**config.mk**
```make
export PLATFORM = sky130hd
export DESIGN_NAME = clock_set_ctrl_flat
export DESIGN_NICKNAME = d
export VERILOG_FILES = /design/src/rtl/clock_pkg.sv /design/src/rtl/clock_set_ctrl_if.sv /design/src/rtl/clock_set_ctrl_btn_debounce.sv /design/src/rtl/clock_set_ctrl.sv /design/src/flat_wrapper.sv
export SDC_FILE = /design/constraint.sdc
export NUM_CORES = 1
export LEC_CHECK = 0
export ABC_AREA = 1
export CAP_MARGIN = 5
export CORE_ASPECT_RATIO = 0.75
export CORE_MARGIN = 1
export CORE_UTILIZATION = 58
export DETAILED_ROUTE_END_ITERATION = 8
export PLACE_DENSITY = 0.79
export SLEW_MARGIN = 20
export SYNTH_ARGS = -nofsm -noshare
export SYNTH_HDL_FRONTEND = slang
export SYNTH_SLANG_ARGS = --single-unit
export TNS_END_PERCENT = 1
```
**constraint.sdc**
```tcl
create_clock -name clk -period 2.5 [get_ports clk]
set_clock_uncertainty 0.2 [all_clocks]
set_input_delay 0.25 -clock clk [delete_from_list [all_inputs] [get_ports clk]]
set_output_delay 0.25 -clock clk [all_outputs]
set_load 0.005 [all_outputs]
```
**src/rtl/clock_pkg.sv**
```systemverilog
`default_nettype none
// ============================================================================
//  Module      : clock_pkg
//  Description : Shared types, limits and BCD helpers for the MM:SS clock.
//  Revision    : 1.0 - initial release
// ============================================================================
package clock_pkg;

  typedef enum logic [1:0] {
    MODE_RUN     = 2'd0,
    MODE_SET_MIN = 2'd1,
    MODE_SET_SEC = 2'd2
  } mode_t;

  localparam logic [3:0] ONES_MAX  = 4'd9;
  localparam logic [3:0] TENS_MAX  = 4'd5;

  localparam logic [3:0] BLANK_MIN = 4'b1100;
  localparam logic [3:0] BLANK_SEC = 4'b0011;

  // One two-digit BCD field counting 00..59 (minutes or seconds).
  typedef struct packed {
    logic [3:0] tens;
    logic [3:0] ones;
  } bcd60_t;

  // True when the field sits at 59, i.e. the next step wraps to 00.
  function automatic logic bcd60_at_max(bcd60_t v);
    return (v.tens == TENS_MAX) && (v.ones == ONES_MAX);
  endfunction

  // Modulo-60 BCD increment; >= comparisons pull any stray code back in range.
  function automatic bcd60_t bcd60_inc(bcd60_t v);
    bcd60_t r;
    r = v;
    if (v.ones >= ONES_MAX) begin
      r.ones = 4'd0;
      if (v.tens >= TENS_MAX) r.tens = 4'd0;
      else                    r.tens = v.tens + 4'd1;
    end else begin
      r.ones = v.ones + 4'd1;
    end
    return r;
  endfunction

endpackage
`default_nettype wire

```
**src/rtl/clock_set_ctrl_if.sv**
```systemverilog
`default_nettype none
// ============================================================================
//  Module      : clock_set_ctrl_if
//  Description : Strobe/button inputs and display outputs of clock_set_ctrl.
//  Revision    : 1.0 - initial release
// ============================================================================
interface clock_set_ctrl_if;

  logic       tick_1hz;
  logic       tick_2hz;
  logic       btn_mode;
  logic       btn_inc;
  logic [3:0] min_tens;
  logic [3:0] min_ones;
  logic [3:0] sec_tens;
  logic [3:0] sec_ones;
  logic [3:0] blank;
  logic [1:0] mode;
  logic       hour_pulse;

  // Environment side: prescaler strobes and buttons in, display data out.
  modport master (
    output tick_1hz, tick_2hz, btn_mode, btn_inc,
    input  min_tens, min_ones, sec_tens, sec_ones, blank, mode, hour_pulse
  );

  // Controller side.
  modport slave (
    input  tick_1hz, tick_2hz, btn_mode, btn_inc,
    output min_tens, min_ones, sec_tens, sec_ones, blank, mode, hour_pulse
  );

endinterface
`default_nettype wire

```
**src/rtl/clock_set_ctrl_btn_debounce.sv**
```systemverilog
`default_nettype none
// ============================================================================
//  Module      : btn_debounce
//  Description : 2-FF synchronizer, level debouncer and press (0->1) event.
//                Raw edge to press_ev latency is DEBOUNCE_CYC + 3 cycles.
//  Revision    : 1.0 - initial release
// ============================================================================
module btn_debounce #(
  parameter int DEBOUNCE_CYC = 500000,
  parameter int CNT_W        = 19
) (
  input  logic clk,
  input  logic res,
  input  logic btn_raw,
  output logic press_ev
);

  localparam logic [CNT_W-1:0] CNT_LAST = CNT_W'(DEBOUNCE_CYC - 1);

  logic             sync_1;
  logic             sync_2;
  logic             stable;
  logic             stable_d;
  logic [CNT_W-1:0] cnt;

  // Bring the asynchronous button level into the clk domain.
  always_ff @(posedge clk or posedge res) begin
    if (res) begin
      sync_1 <= 1'b0;
      sync_2 <= 1'b0;
    end else begin
      sync_1 <= btn_raw;
      sync_2 <= sync_1;
    end
  end

  // Count consecutive samples that differ from the accepted level; any
  // return to the accepted level restarts the count.
  always_ff @(posedge clk or posedge res) begin
    if (res) begin
      cnt    <= '0;
      stable <= 1'b0;
    end else if (sync_2 == stable) begin
      cnt    <= '0;
    end else if (cnt == CNT_LAST) begin
      cnt    <= '0;
      stable <= sync_2;
    end else begin
      cnt    <= cnt + CNT_W'(1);
    end
  end

  // One-cycle event on an accepted press; releases produce nothing.
  always_ff @(posedge clk or posedge res) begin
    if (res) begin
      stable_d <= 1'b0;
      press_ev <= 1'b0;
    end else begin
      stable_d <= stable;
      press_ev <= stable & ~stable_d;
    end
  end

endmodule
`default_nettype wire

```
**src/rtl/clock_set_ctrl.sv**
```systemverilog
`default_nettype none
// ============================================================================
//  Module      : clock_set_ctrl
//  Description : MM:SS timekeeping with RUN / SET_MIN / SET_SEC modes,
//                two-button editing and per-digit blink masks.
//  Revision    : 1.0 - initial release
// ============================================================================
module clock_set_ctrl
  import clock_pkg::*;
#(
  parameter int DEBOUNCE_CYC = 500000,
  parameter int CNT_W        = 19
) (
  input  logic             clk,
  input  logic             res,
  clock_set_ctrl_if.slave  bus
);

  logic       mode_ev;
  logic       inc_ev;

  mode_t      state;
  mode_t      state_nxt;
  bcd60_t     min_q;
  bcd60_t     min_nxt;
  bcd60_t     sec_q;
  bcd60_t     sec_nxt;
  logic       blink_phase;
  logic       phase_nxt;
  logic [3:0] blank_q;
  logic [3:0] blank_nxt;
  logic       hour_q;
  logic       hour_nxt;

  btn_debounce #(
    .DEBOUNCE_CYC (DEBOUNCE_CYC),
    .CNT_W        (CNT_W)
  ) u_deb_mode (
    .clk      (clk),
    .res      (res),
    .btn_raw  (bus.btn_mode),
    .press_ev (mode_ev)
  );

  btn_debounce #(
    .DEBOUNCE_CYC (DEBOUNCE_CYC),
    .CNT_W        (CNT_W)
  ) u_deb_inc (
    .clk      (clk),
    .res      (res),
    .btn_raw  (bus.btn_inc),
    .press_ev (inc_ev)
  );

  // Next mode, counters, blink phase and mask; mode_ev beats inc_ev.
  always_comb begin
    state_nxt = state;
    min_nxt   = min_q;
    sec_nxt   = sec_q;
    phase_nxt = blink_phase;
    hour_nxt  = 1'b0;
    blank_nxt = 4'b0000;

    case (state)
      MODE_RUN: begin
        // A tick coinciding with mode_ev is still applied.
        if (bus.tick_1hz) begin
          sec_nxt = bcd60_inc(sec_q);
          if (bcd60_at_max(sec_q)) begin
            min_nxt  = bcd60_inc(min_q);
            hour_nxt = bcd60_at_max(min_q);
          end
        end
        if (mode_ev) state_nxt = MODE_SET_MIN;
      end
      MODE_SET_MIN: begin
        if (mode_ev)     state_nxt = MODE_SET_SEC;
        else if (inc_ev) min_nxt   = bcd60_inc(min_q);
      end
      MODE_SET_SEC: begin
        if (mode_ev)     state_nxt = MODE_RUN;
        else if (inc_ev) sec_nxt   = bcd60_inc(sec_q);
      end
      default: state_nxt = MODE_RUN;
    endcase

    // Restart blinking in the visible phase whenever the mode changes.
    if (mode_ev)
      phase_nxt = 1'b0;
    else if (bus.tick_2hz && (state != MODE_RUN))
      phase_nxt = ~blink_phase;

    if (phase_nxt) begin
      if (state_nxt == MODE_SET_MIN)      blank_nxt = BLANK_MIN;
      else if (state_nxt == MODE_SET_SEC) blank_nxt = BLANK_SEC;
    end
  end

  // Register the mode FSM together with every visible output.
  always_ff @(posedge clk or posedge res) begin
    if (res) begin
      state       <= MODE_RUN;
      min_q       <= '0;
      sec_q       <= '0;
      blink_phase <= 1'b0;
      blank_q     <= 4'b0000;
      hour_q      <= 1'b0;
    end else begin
      state       <= state_nxt;
      min_q       <= min_nxt;
      sec_q       <= sec_nxt;
      blink_phase <= phase_nxt;
      blank_q     <= blank_nxt;
      hour_q      <= hour_nxt;
    end
  end

  assign bus.min_tens   = min_q.tens;
  assign bus.min_ones   = min_q.ones;
  assign bus.sec_tens   = sec_q.tens;
  assign bus.sec_ones   = sec_q.ones;
  assign bus.blank      = blank_q;
  assign bus.mode       = state;
  assign bus.hour_pulse = hour_q;

endmodule
`default_nettype wire

```
**src/flat_wrapper.sv**
```systemverilog
// flat-port wrapper written by rule: the top's interface ports become plain ports
module clock_set_ctrl_flat import clock_pkg::*;
#(
  parameter int DEBOUNCE_CYC = 500000,
  parameter int CNT_W        = 19
)
  (clk, res, bus_tick_1hz, bus_tick_2hz, bus_btn_mode, bus_btn_inc, bus_min_tens, bus_min_ones, bus_sec_tens, bus_sec_ones, bus_blank, bus_mode, bus_hour_pulse);
  clock_set_ctrl_if bus_i ();
  input  logic clk;
  input  logic res;
  input wire logic [$bits(bus_i.tick_1hz)-1:0] bus_tick_1hz;
  input wire logic [$bits(bus_i.tick_2hz)-1:0] bus_tick_2hz;
  input wire logic [$bits(bus_i.btn_mode)-1:0] bus_btn_mode;
  input wire logic [$bits(bus_i.btn_inc)-1:0] bus_btn_inc;
  output wire logic [$bits(bus_i.min_tens)-1:0] bus_min_tens;
  output wire logic [$bits(bus_i.min_ones)-1:0] bus_min_ones;
  output wire logic [$bits(bus_i.sec_tens)-1:0] bus_sec_tens;
  output wire logic [$bits(bus_i.sec_ones)-1:0] bus_sec_ones;
  output wire logic [$bits(bus_i.blank)-1:0] bus_blank;
  output wire logic [$bits(bus_i.mode)-1:0] bus_mode;
  output wire logic [$bits(bus_i.hour_pulse)-1:0] bus_hour_pulse;
  assign bus_i.tick_1hz = bus_tick_1hz;
  assign bus_i.tick_2hz = bus_tick_2hz;
  assign bus_i.btn_mode = bus_btn_mode;
  assign bus_i.btn_inc = bus_btn_inc;
  assign bus_min_tens = bus_i.min_tens;
  assign bus_min_ones = bus_i.min_ones;
  assign bus_sec_tens = bus_i.sec_tens;
  assign bus_sec_ones = bus_i.sec_ones;
  assign bus_blank = bus_i.blank;
  assign bus_mode = bus_i.mode;
  assign bus_hour_pulse = bus_i.hour_pulse;
  clock_set_ctrl #(.DEBOUNCE_CYC(DEBOUNCE_CYC), .CNT_W(CNT_W)) u_core (.clk(clk), .res(res), .bus(bus_i));
endmodule
```
Figure 1. Wire density map (run 1).
19 x 14 tiles, from dark blue (low) to red (high), scaled to the fullest tile. Values are wire area over tile area, all layers added.
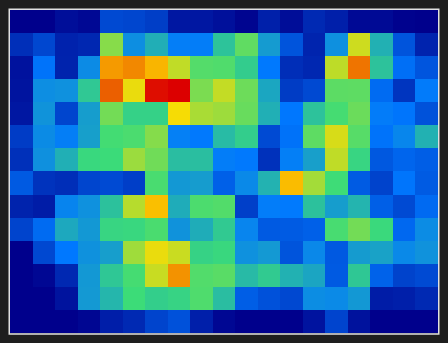
nearly empty tiles: 9.0%
mean over tiles: 0.18
fullest tile: 0.57

Figure 2. Sequential cells grouped by signal name (run 1).
Scale bar: 20 um. Other sequential cells in the stronger gray, the rest of the logic in the fainter gray.
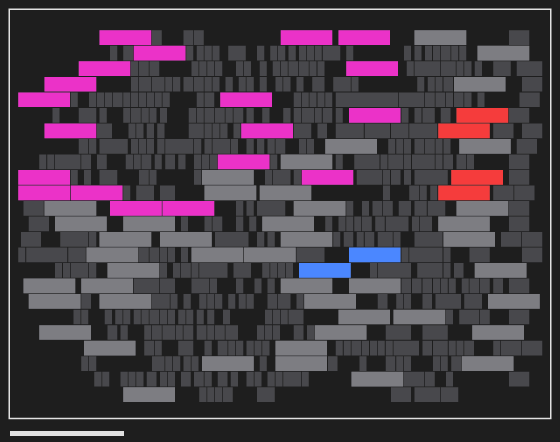
legend:
  blue:
    signal: u_core.bus.mode
    placed_flops: 2
  magenta:
    signal: u_core.u_deb_mode.cnt
    placed_flops: 19
  red:
    signal: u_core.bus.min_ones
    placed_flops: 4

==> flow_metrics.py, run 1 <==
# Auto-generated metrics
metrics = {
    "flow_run": {
        "tool_warnings": 34,
        "drv_cap": 0,
    },
    "critical_path": {
        "cp-start-kind": "register",
        "crit_end": "bus_mode[0]",
        "timing.rr.start": "u_core.bus.sec_ones[1]$_DFFE_PP0P_",
        "cp_top_family": "buffers and inverters",
        "crit_required_ns": 2.05,
        "cpPeakStageDelay_ns": 0.56,
        "end_kind": "primary output",
        "critical_path.startpoint": "u_core.bus.mode[0]$_DFF_PP0_",
        "crit_arrival_ns": 1.40,
    },
    "cts": {
        "cts_setup_buffers": 0,
        "clk-insertion-delay-late_ns": 0.34,
        "cts_root_buf": "clkbuf_8",
        "clockBufferDepth": 2,
        "h-tree-depth": 3,
        "numClockSinks": 70,
        "ctsHoldBuffers": 0,
        "cts_tree": "done",
    },
    "layout": {
        "diodes": 0,
        "syn2layout_area_growth_pct": 15.3,
        "final_cell_mix": "nor2_1 (113), nand2_1 (97), dfrtp_1 (70), inv_1 (55), nand3_1 (41)",
        "layout.cells.most_common": "nor2_1",
    },
    "yosys": {
        "ys_seq_share": 0.469,
        "ys.flops": 70,
        "floorplan.nets": 497,
        "ys_chip_area_sq_um": 3730,
    },
    "power_and_ir_drop": {
        "vdd_drop_max_mv": 0.445,
        "combPwrFrac": 0.177,
        "maxPowerGroup": "registers",
        "leakage_nw": 1.94,
        "powerDensity_nw_per_um2": 608,
        "powerSeq_mw": 1.28,
        "power_combinational_uw": 464,
    },
    "route": {
        "drc_errors": 0,
        "routed_wl_um": 7340,
        "drtAntennaViolNets": 0,
    },
    "final_timing": {
        "period_used_share": 0.739,
        "setup_viol": 0,
        "relSlewSlack": 0.576,
        "hold_viol": 0,
    },
    "global_route": {
        "grt_pass1_wl_um": 13300,
        "grt_antenna_before_repair": 0,
        "grt_overflow": 0,
    },
    "outcome": {
        "status": "completed",
    },
    "floorplan": {
        "die-area_sq_um": 6770,
        "initial_core_util": 0.622,
        "pin_count": 29,
        "fp.dieH_um": 71.5,
    },
    "placement": {
        "dp_hpwl_um": 5480,
    },
    "worst_hold_path": {
        "worst_hold_path_type": "input pin to async pin",
    },
}
Figure 3. Placement view (run 1).
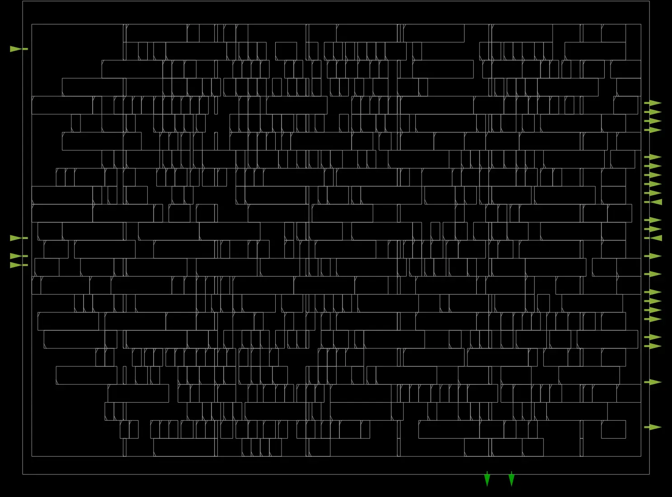
Layout Utilization: 0.717
core area: 6010 sq um
flop share of the area: 0.407
tap cells: 78

run 1: kinds of logic after synthesis:
| logic type | count (synthesis) | synth area share |
|---|---|---|
| buf+inv | 60 | 0.0623 |
| xor+xnor | 20 | 0.0489 |
| compound gates | 36 | 0.0523 |
| flops | 70 | 0.469 |
| simple gates | 277 | 0.321 |
| fa+ha+maj | 14 | 0.0469 |
run 1: cell usage after synthesis:
cell | instances | area share
nor3b_1 | 3 | 0.0060
inv_1 | 56 | 0.056
nand2_4 | 1 | 0.0030
and2_1 | 2 | 0.0033
nand2_1 | 97 | 0.097
nand4_1 | 3 | 0.0050
inv_2 | 2 | 0.0020
o21ai_0 | 19 | 0.025
buf_4 | 2 | 0.0040
xnor2_1 | 7 | 0.016
nor3_4 | 3 | 0.013
o21a_1 | 1 | 0.0020
dfrtp_1 | 70 | 0.47
nor4b_1 | 1 | 0.0023
o211ai_1 | 3 | 0.0060
nor2_2 | 3 | 0.0050
o21ai_1 | 1 | 0.0013
nor2_4 | 1 | 0.0030
or2_2 | 1 | 0.0017
xor2_1 | 12 | 0.028
xnor2_2 | 1 | 0.0044
o22ai_1 | 1 | 0.0017
nand3b_1 | 1 | 0.0020
a21oi_2 | 1 | 0.0023
ha_1 | 14 | 0.047
a21oi_1 | 10 | 0.013
nand2_2 | 2 | 0.0033
nor3_1 | 5 | 0.0067
nor2_1 | 113 | 0.11
nand3_1 | 41 | 0.055
run 1: through the flow:
step / instances / utilization
after global routing: 598 / 0.717
after CTS: 598 / 0.717
final: 598 / 0.717
after detailed placement: 582 / 0.686
after floorplan: 477 / -
after global placement: 582 / 0.686
run 1: cell type report:
type	instances	area, sq um
timing repair buffer	29	300
multi-input combinational	347	1750
tap	78	97.6
clock inverter	7	65.1
inverter	58	218
clock buffer	9	124
sequential	70	1750
fill	453	1700
run 1: state kept, by name, indices dropped and copies added (netlist names):
name and count:
u_core.blink_phase 1, u_core.bus.blank 2, u_core.bus.hour_pulse 1, u_core.bus.min_ones 4
u_core.bus.min_tens 4, u_core.bus.mode 2, u_core.bus.sec_ones 4, u_core.bus.sec_tens 4
u_core.u_deb_inc.cnt 19, u_core.u_deb_inc.press_ev 1, u_core.u_deb_inc.stable 1, u_core.u_deb_inc.stable_d 1
u_core.u_deb_inc.sync_1 1, u_core.u_deb_inc.sync_2 1, u_core.u_deb_mode.cnt 19, u_core.u_deb_mode.press_ev 1
u_core.u_deb_mode.stable 1, u_core.u_deb_mode.stable_d 1, u_core.u_deb_mode.sync_1 1, u_core.u_deb_mode.sync_2 1
run 1: routing by layer:
layer / share of wire / track usage
met1: 0.49 / 0.369
met2: 0.43 / 0.375
met3: 0.074 / 0.0679
met4: 0.0075 / 0.0606
met5: 0 / 0
run 1: worst register-to-register path, stage by stage (launching register included):
cell     delay [ns]
dfrtp_1        0.40
inv_1          0.11
ha_1           0.18
nand3_1        0.08
nor2_1         0.16
nand2_1        0.09
nand2_2        0.13
nand2_1        0.16
nand2_1        0.09
o21ai_0        0.09
==> inputs of run 2 (changes only) <==
CORE_UTILIZATION = 53   (was 58)
PLACE_DENSITY = 0.76   (was 0.79)
clock period = 1.55 ns   (was 2.5 ns; I/O delays follow)
==> run 2 against run 1 <==
Effect of this change:
- the run now ends with setup timing left
- total power up 89%
- combinational power rose to 2.6 times the previous value
- via count up 11%
- final area up 17%
- critical path depth up 8
- highest routed layer unchanged
- register-to-register slack worse by 0.82 ns
- first-iteration DRC count down 1.4%
- sequential power up about 60%
- flip-flop count unchanged
- sequential share of layout area down 6.0 points
- global-route usage down 0.13 points
==> flow_metrics.py, run 2 <==
# Auto-generated metrics
metrics = {
    "global_route": {
        "grtUsageMet1": 0.343,
        "grtUsageMet2": 0.408,
        "grt_pass1_wl_um": 14300,
        "grt_antenna_before_repair": 0,
        "grt.met3_usage": 0.0520,
    },
    "yosys": {
        "async_flop_share": 1.00,
        "synthFlopType": "dfrtp_1",
        "yosys.area.top_type": "dfrtp_1",
        "top_cells_by_area": "dfrtp_1 (47%), nor2_1 (11%), nand2_1 (9.7%), inv_1 (5.6%), nand3_1 (5.5%)",
        "floorplan.nets": 497,
        "yosys.area.top_type_share": 0.469,
        "synthMostInstantiatedCell": "nor2_1",
        "synthSimpleGateAreaFrac": 0.321,
        "aoi_share": 0.0523,
        "ys_chip_area_sq_um": 3730,
        "synth-edff-count": 0,
        "ys_sh_xor": 0.0489,
        "synthTopLogicFamily": "simple AND/OR/NAND/NOR gates",
        "ys_top_cells_by_count": "nor2_1 (113), nand2_1 (97), dfrtp_1 (70), inv_1 (56), nand3_1 (41)",
        "synth.mux.area_fraction": 0,
    },
    "critical_path": {
        "timing.rr.start": "u_core.bus.min_ones[1]$_DFFE_PP0P_",
        "crit_arrival_ns": 1.77,
        "cp-start-kind": "register",
        "cp_top_family": "simple AND/OR/NAND/NOR gates",
        "end_kind": "register",
        "crit_required_ns": 1.64,
        "cpPeakStageDelay_ns": 0.40,
    },
    "power_and_ir_drop": {
        "vdd_drop_max_mv": 0.572,
        "powerDensity_nw_per_um2": 976,
    },
    "layout": {
        "fillers": 511,
        "fin_util": 0.744,
        "top_regs": "u_core.u_deb_inc.cnt: 19 flops, u_core.u_deb_mode.cnt: 19 flops",
        "diodes": 0,
        "layout.cells.most_common": "nor2_1",
        "final_cell_mix": "nor2_1 (94), nand2_1 (84), dfrtp_1 (66), buf_4 (52), inv_1 (49)",
    },
    "flow_run": {
        "drv_cap": 0,
        "tool_warnings": 37,
    },
    "final_timing": {
        "timing.final.ws_setup_ns": -0.132,
        "setup_viol": 21,
        "hold_viol": 0,
        "relSlewSlack": 0.712,
        "period_used_share": 1.09,
    },
    "worst_hold_path": {
        "hold_start": "bus_btn_mode",
    },
    "floorplan": {
        "core_sq_um": 6800,
        "initial_core_util": 0.549,
        "die-area_sq_um": 7390,
        "fp.dieH_um": 74.7,
        "pin_count": 29,
    },
    "outcome": {
        "violations": "setup timing",
        "status": "finished with violations",
    },
    "route": {
        "drc_errors": 0,
        "drtAntennaViolNets": 0,
    },
    "cts": {
        "cts_tree": "done",
        "clockBufferDepth": 2,
        "numClockSinks": 70,
        "h-tree-depth": 3,
    },
    "placement": {
        "dp_hpwl_um": 6020,
    },
}
## run 2: cell types whose count changed in the layout (fill, tap and decap cells not counted), moves of 6 or more
cell and change:
buf_4 +52, clkdlybuf4s50_1 -23, nor2_1 -19, dlygate4sd2_1 +17, nand2_1 -13, nor2_2 +13, buf_6 +8, nand2_2 +8
inv_1 -6, nor2_4 +6
## run 2: worst max-delay path by stage
stage | start | end | slack [ns] | cells past startpoint
2_1_floorplan | u_core.bus.sec_ones[1]$_DFFE_PP0P_ | u_core.bus.min_ones[3]$_DFFE_PP0P_ | -0.04 | 9
3_3_place_gp | bus_tick_1hz | u_core.bus.min_tens[1]$_DFFE_PP0P_ | -0.07 | 6
3_5_place_dp | u_core.bus.sec_ones[1]$_DFFE_PP0P_ | u_core.bus.min_ones[0]$_DFFE_PP0P_ | -0.14 | 9
4_1_cts | u_core.bus.min_ones[1]$_DFFE_PP0P_ | u_core.bus.min_tens[1]$_DFFE_PP0P_ | -0.08 | 9
5_1_grt | u_core.bus.min_ones[1]$_DFFE_PP0P_ | u_core.bus.min_tens[1]$_DFFE_PP0P_ | -0.20 | 9
6_report | u_core.bus.min_ones[1]$_DFFE_PP0P_ | u_core.bus.min_tens[1]$_DFFE_PP0P_ | -0.13 | 9
## run 2: through the flow
stage                     instance area, sq um  setup TNS, ns  total power [mW]  instances
final                                     5060          -1.11              4.94        667
after global routing                      5060          -3.97              5.19        667
after CTS                                 4830         -0.780              4.84        658
after detailed placement                  4520          -2.35              3.14        639
after global placement                    4520         -0.803              3.09        639
after floorplan                           3740         -0.223              2.53        477
## run 2: repair_timing
action                     4_1_cts  5_1_grt
gates cloned                     0        1
setup endpoints to repair       60       55
pin swaps                        6       17
hold endpoints to repair        11        0
hold buffers                     1        0
buffers inserted                 2        8
gates resized                   51       53
## run 2: metal layers
layer / up-vias / wire (um)
met5: - / 0
met4: 0 / 124
met3: 11 / 588
met2: 134 / 4190
met1: 1620 / 4030
li1: 1707 / -
## run 2: cell families after synthesis
kind of cell,count (synthesis)
AOI/OAI and AO/OA,36
xor gates and xnor gates,20
adders and majority gates,14
buffers and inverters,60
DFF,70
and+or+nand+nor,277
## run 2: cell type report
type	count	area, sq um	area share
well taps	84	105	0.0208
flip-flops and latches	70	1760	0.347
inverters	58	221	0.0438
clock buffers	9	124	0.0245
multi-input cells	348	1970	0.389
clock inverters	7	97.6	0.0193
repair buffers	91	787	0.156
## run 2: power by group
part	switching, mW	total, mW	internal, mW	leakage (nW)
sequential	0.111	2.05	1.94	0.948
clock	0.749	1.66	0.911	0.106
combinational	0.587	1.22	0.636	1.37
total	1.45	4.94	3.49	2.43
Figure 4. Sequential cells grouped by signal name (run 2).
Scale bar: 20 um. Other sequential cells in the stronger gray, the rest of the logic in the fainter gray.
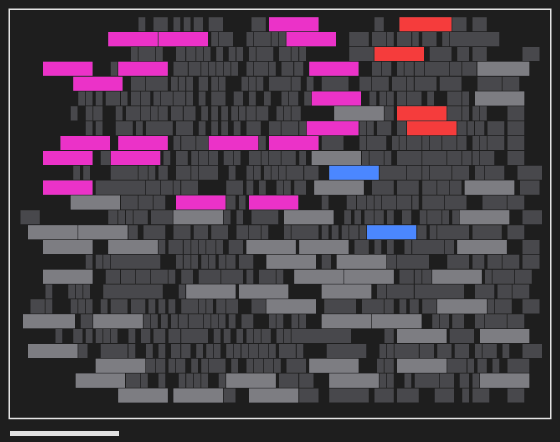
legend:
  red:
    signal: u_core.bus.min_ones
    placed_flops: 4
    where: upper right
  blue:
    signal: u_core.bus.mode
    placed_flops: 2
  magenta:
    signal: u_core.u_deb_mode.cnt
    placed_flops: 19
not colored: 45

Figure 5. Wire density map (run 2).
20 x 15 tiles, from dark blue (low) to red (high), scaled to the fullest tile. Values are wire area over tile area, all layers added.
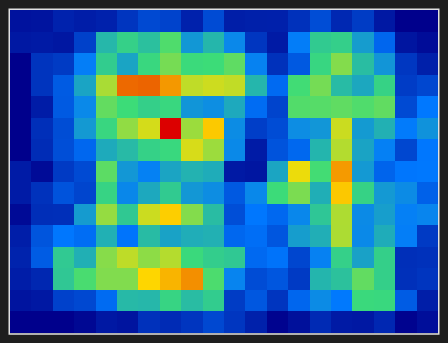
vias: 3472
WL/cell: 13.4 um
gr usage total: 0.251
Post-Route WL: 8930 um

==> inputs of run 3 (changes only) <==
CORE_UTILIZATION = 58   (was 53)
GPL_TIMING_DRIVEN = 0   (was default)
PLACE_DENSITY = 0.79   (was 0.76)
clock period = 1.7 ns   (was 1.55 ns; I/O delays follow)
Figure 6. Clock distribution (run 3).
Scale bar: 20 um.
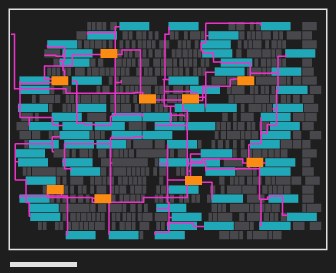
legend:
  magenta:
    item: clock wires
    length: 870 um
  orange:
    item: clock-net drivers
    count: 9
  cyan:
    item: flip-flops
    count: 70
routed clock nets: 10
flops lie: all over the die

Figure 7. Placement view (run 3).
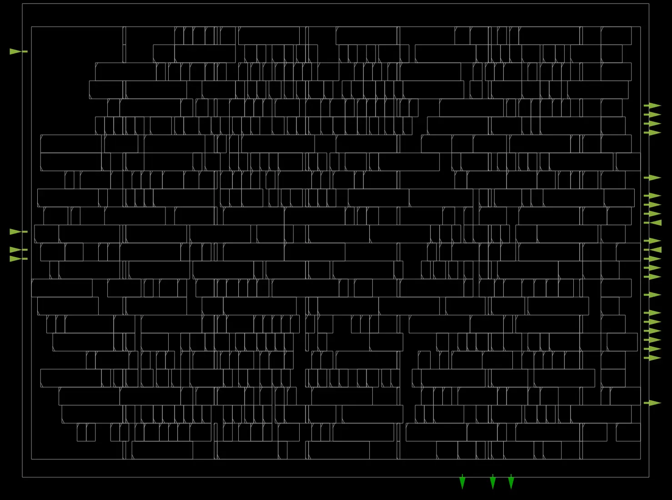
row count: 24
fin cells: 609

==> run 3 against run 2 <==
Effect of this change:
- the flow still finishes with violations (setup timing)
- total power fell by 13%
- sequential share of layout area rose by 3.5 points
- die size down 8.4%
- maximum frequency is 1.1% lower
- clock-buffer cell count rose by 4
- register-to-register slack gained 0.13 ns
- synthesized cell count stayed put
- final area shrank 8.9%
- first-iteration DRC count grew 26%
- flip-flop count unchanged
- non-clock buffer count decreased by 51
- combinational power is 34% lower
- largest cell class unchanged
- highest routed layer unchanged
==> flow_metrics.py, run 3 <==
# Auto-generated metrics
metrics = {
    "critical_path": {
        "cp-start-kind": "register",
        "cpPeakStageDelay_ns": 0.43,
        "critical_path.startpoint": "u_core.bus.min_ones[1]$_DFFE_PP0P_",
        "critPathMaxFanout": 5,
        "cp.depth": 9,
        "end_kind": "register",
        "r2r-end": "u_core.bus.min_tens[1]$_DFFE_PP0P_",
        "crit_arrival_ns": 1.75,
        "cp_top_family": "simple AND/OR/NAND/NOR gates",
        "timing.rr.start": "u_core.bus.min_ones[1]$_DFFE_PP0P_",
        "worstPathCellList": "inv_2 -> ha_4 -> nor2_1 -> nand2_1 -> nand2_2 -> nor3_4 -> nand2_2 -> nand2_1 -> nand2_1",
        "crit_end": "u_core.bus.min_tens[1]$_DFFE_PP0P_",
        "crit_required_ns": 1.75,
    },
    "layout": {
        "layout.area.comb_sq_um": 1880,
        "seq_area_sq_um": 1760,
        "final_cell_mix": "nor2_1 (103), nand2_1 (89), dfrtp_1 (63), inv_1 (48), nand3_1 (39)",
        "fillers": 422,
        "stdcell_area_sq_um": 4610,
        "layout.cells.most_common": "nor2_1",
        "top_regs": "u_core.u_deb_inc.cnt: 19 flops, u_core.u_deb_mode.cnt: 19 flops",
        "diodes": 0,
        "fin_util": 0.768,
    },
    "floorplan": {
        "fp.dieW_um": 94.7,
        "pin_count": 29,
        "core_sq_um": 6010,
        "fp.dieH_um": 71.5,
        "initial_core_util": 0.622,
        "die-area_sq_um": 6770,
    },
    "cts": {
        "clockBufferDepth": 2,
        "cts_tree": "done",
        "numCtsBuffers": 9,
        "numClockSinks": 70,
        "clkSlewWorstSetupHoldPaths_ns": 0.07,
        "h-tree-depth": 3,
    },
    "power_and_ir_drop": {
        "powerDensity_nw_per_um2": 926,
        "vdd_drop_max_mv": 0.718,
        "finalPower_mw": 4.27,
    },
    "yosys": {
        "yosys.area.top_type": "dfrtp_1",
        "synth-edff-count": 0,
        "synthTopLogicFamily": "simple AND/OR/NAND/NOR gates",
        "top_cells_by_area": "dfrtp_1 (47%), nor2_1 (11%), nand2_1 (9.7%), inv_1 (5.6%), nand3_1 (5.5%)",
        "synth.mux.area_fraction": 0,
        "synthSimpleGateAreaFrac": 0.321,
        "ys_chip_area_sq_um": 3730,
        "async_flop_share": 1.00,
        "synthMostInstantiatedCell": "nor2_1",
        "ys_sh_xor": 0.0489,
        "aoi_share": 0.0523,
        "avgSynthCellArea_sq_um": 7.83,
        "ys_top_cells_by_count": "nor2_1 (113), nand2_1 (97), dfrtp_1 (70), inv_1 (56), nand3_1 (41)",
        "synthFlopType": "dfrtp_1",
        "yosys_cells": 477,
        "floorplan.nets": 497,
    },
    "route": {
        "drtAntennaViolNets": 0,
        "route.vias.total": 3337,
        "wl_per_cell_um": 13.8,
        "routed_wl_um": 8380,
        "drc_errors": 0,
    },
    "placement": {
        "dp_hpwl_um": 5520,
        "placed_area_sq_um": 4160,
    },
    "global_route": {
        "first_global_vias": 3029,
        "grtUsageTotal": 0.261,
        "grt_pass1_wl_um": 13500,
        "grt_antenna_before_repair": 0,
    },
    "flow_run": {
        "tool_warnings": 36,
        "drv_cap": 0,
    },
    "final_timing": {
        "tightest_slew_ns": 0.538,
        "setup_viol": 1,
        "timing.final.ws_setup_ns": -0.000388,
        "relSlewSlack": 0.639,
        "hold_viol": 0,
        "clock.fmax_ghz": 0.588,
        "tns_ns": -0.000388,
        "period_used_share": 1.00,
    },
    "outcome": {
        "status": "finished with violations",
        "violations": "setup timing",
    },
}
-- run 3: cells by family (layout without fill, tap and decap cells) --
| kind of cell | after synthesis | count (layout) |
|---|---|---|
| buf+inv | 60 | 114 |
| xor+xnor | 20 | 20 |
| compound gates | 36 | 36 |
| simple gates | 277 | 277 |
| flops | 70 | 70 |
| fa+ha+maj | 14 | 14 |
-- run 3: power by group --
| group | total [mW] | switching [mW] | internal (mW) |
|---|---|---|---|
| registers | 1.91 | 0.131 | 1.78 |
| clock network | 1.56 | 0.615 | 0.945 |
| logic | 0.802 | 0.424 | 0.378 |
| total | 4.27 | 1.17 | 3.10 |
-- run 3: routing by layer --
layer | routed length (um) | up-vias | GRT usage
met3 | 731 | 22 | 0.0892
li1 | - | 1608 | -
met5 | 0 | - | 0
met4 | 158 | 0 | 0.0892
met2 | 3730 | 159 | 0.376
met1 | 3760 | 1548 | 0.370
-- run 3: final cells by class --
type                            instances  share of cell area
Tap cell                               78              0.0212
Timing Repair Buffer                   38              0.0874
Inverter                               58              0.0480
Clock inverter                          3              0.0141
Multi-Input combinational cell        347               0.408
Sequential cell                        70               0.382
Clock buffer                           13              0.0366
Buffer                                  2             0.00326
-- run 3: worst reg2reg max path, delay by kind of cell (launching register included) --
| kind | cells | cell delay (ns) |
|---|---|---|
| buffers and inverters | 1 | 0.11 |
| flip-flops | 1 | 0.43 |
| adder cells (fa/ha/maj) | 1 | 0.14 |
| AND/OR/NAND/NOR | 7 | 0.72 |
-- run 3: worst min-delay path by stage --
stage | start | to | slack, ns | depth (start not counted)
2_1_floorplan | bus_btn_inc | u_core.u_deb_inc.sync_1$_DFF_PP0_ | 0.001 | 0
3_3_place_gp | u_core.u_deb_mode.sync_1$_DFF_PP0_ | u_core.u_deb_mode.sync_2$_DFF_PP0_ | 0.13 | 0
3_5_place_dp | u_core.u_deb_mode.sync_1$_DFF_PP0_ | u_core.u_deb_mode.sync_2$_DFF_PP0_ | 0.14 | 0
4_1_cts | res | u_core.u_deb_inc.cnt[1]$_DFF_PP0_ | 0.01 | 2
5_1_grt | res | u_core.u_deb_inc.cnt[11]$_DFF_PP0_ | 0.06 | 2
6_report | res | u_core.u_deb_inc.cnt[1]$_DFF_PP0_ | 0.003 | 2
-- run 3: metrics by stage --
step / hold WS [ns] / cells
4_1_cts: 0.0107 / 603
3_3_place_gp: 0.133 / 583
5_1_grt: 0.0565 / 609
2_1_floorplan: 0.00143 / 477
3_5_place_dp: 0.136 / 585
6_report: 0.00332 / 609
-- run 3: repair_timing --
item,CTS,global route
gates resized,19,42
setup endpoints to repair,28,52
buffers inserted,2,6
hold buffers,0,0
pin swaps,4,7

==> screenshots <==
Cell sizes after repair.
panel A
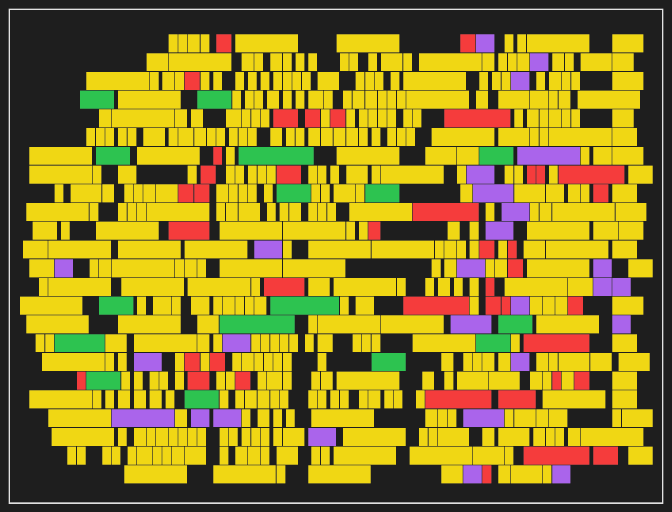
panel B
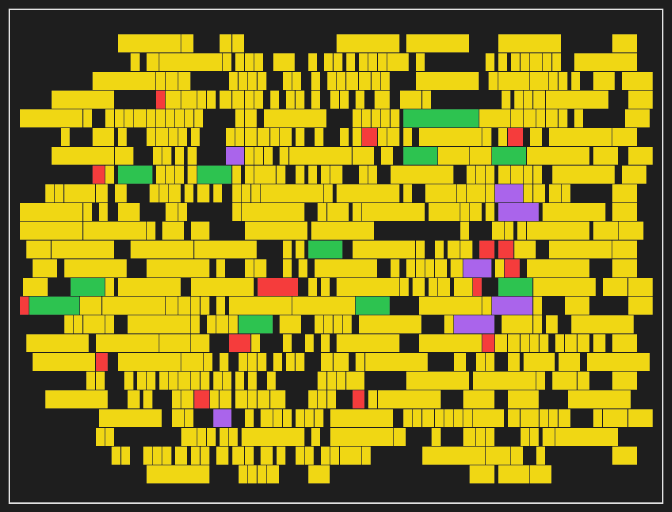
panel C
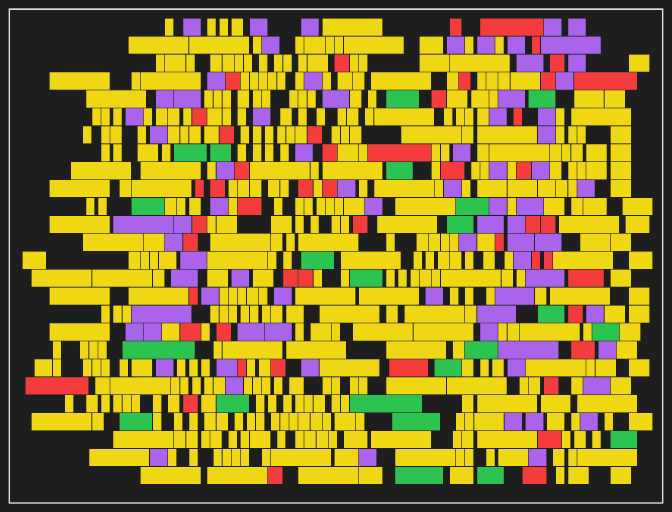
panel C: run 2
panel A: run 3
panel B: run 1

Key to panel A:
legend:
  red:
    size: x2
    cells: 41
  yellow:
    size: x1 and smaller
    cells: 447
  purple:
    size: x3 and x4
    cells: 27
  green:
    size: x6 and larger
    cells: 16

Power figures rest on the tool's default switching activity, not on a simulated workload.
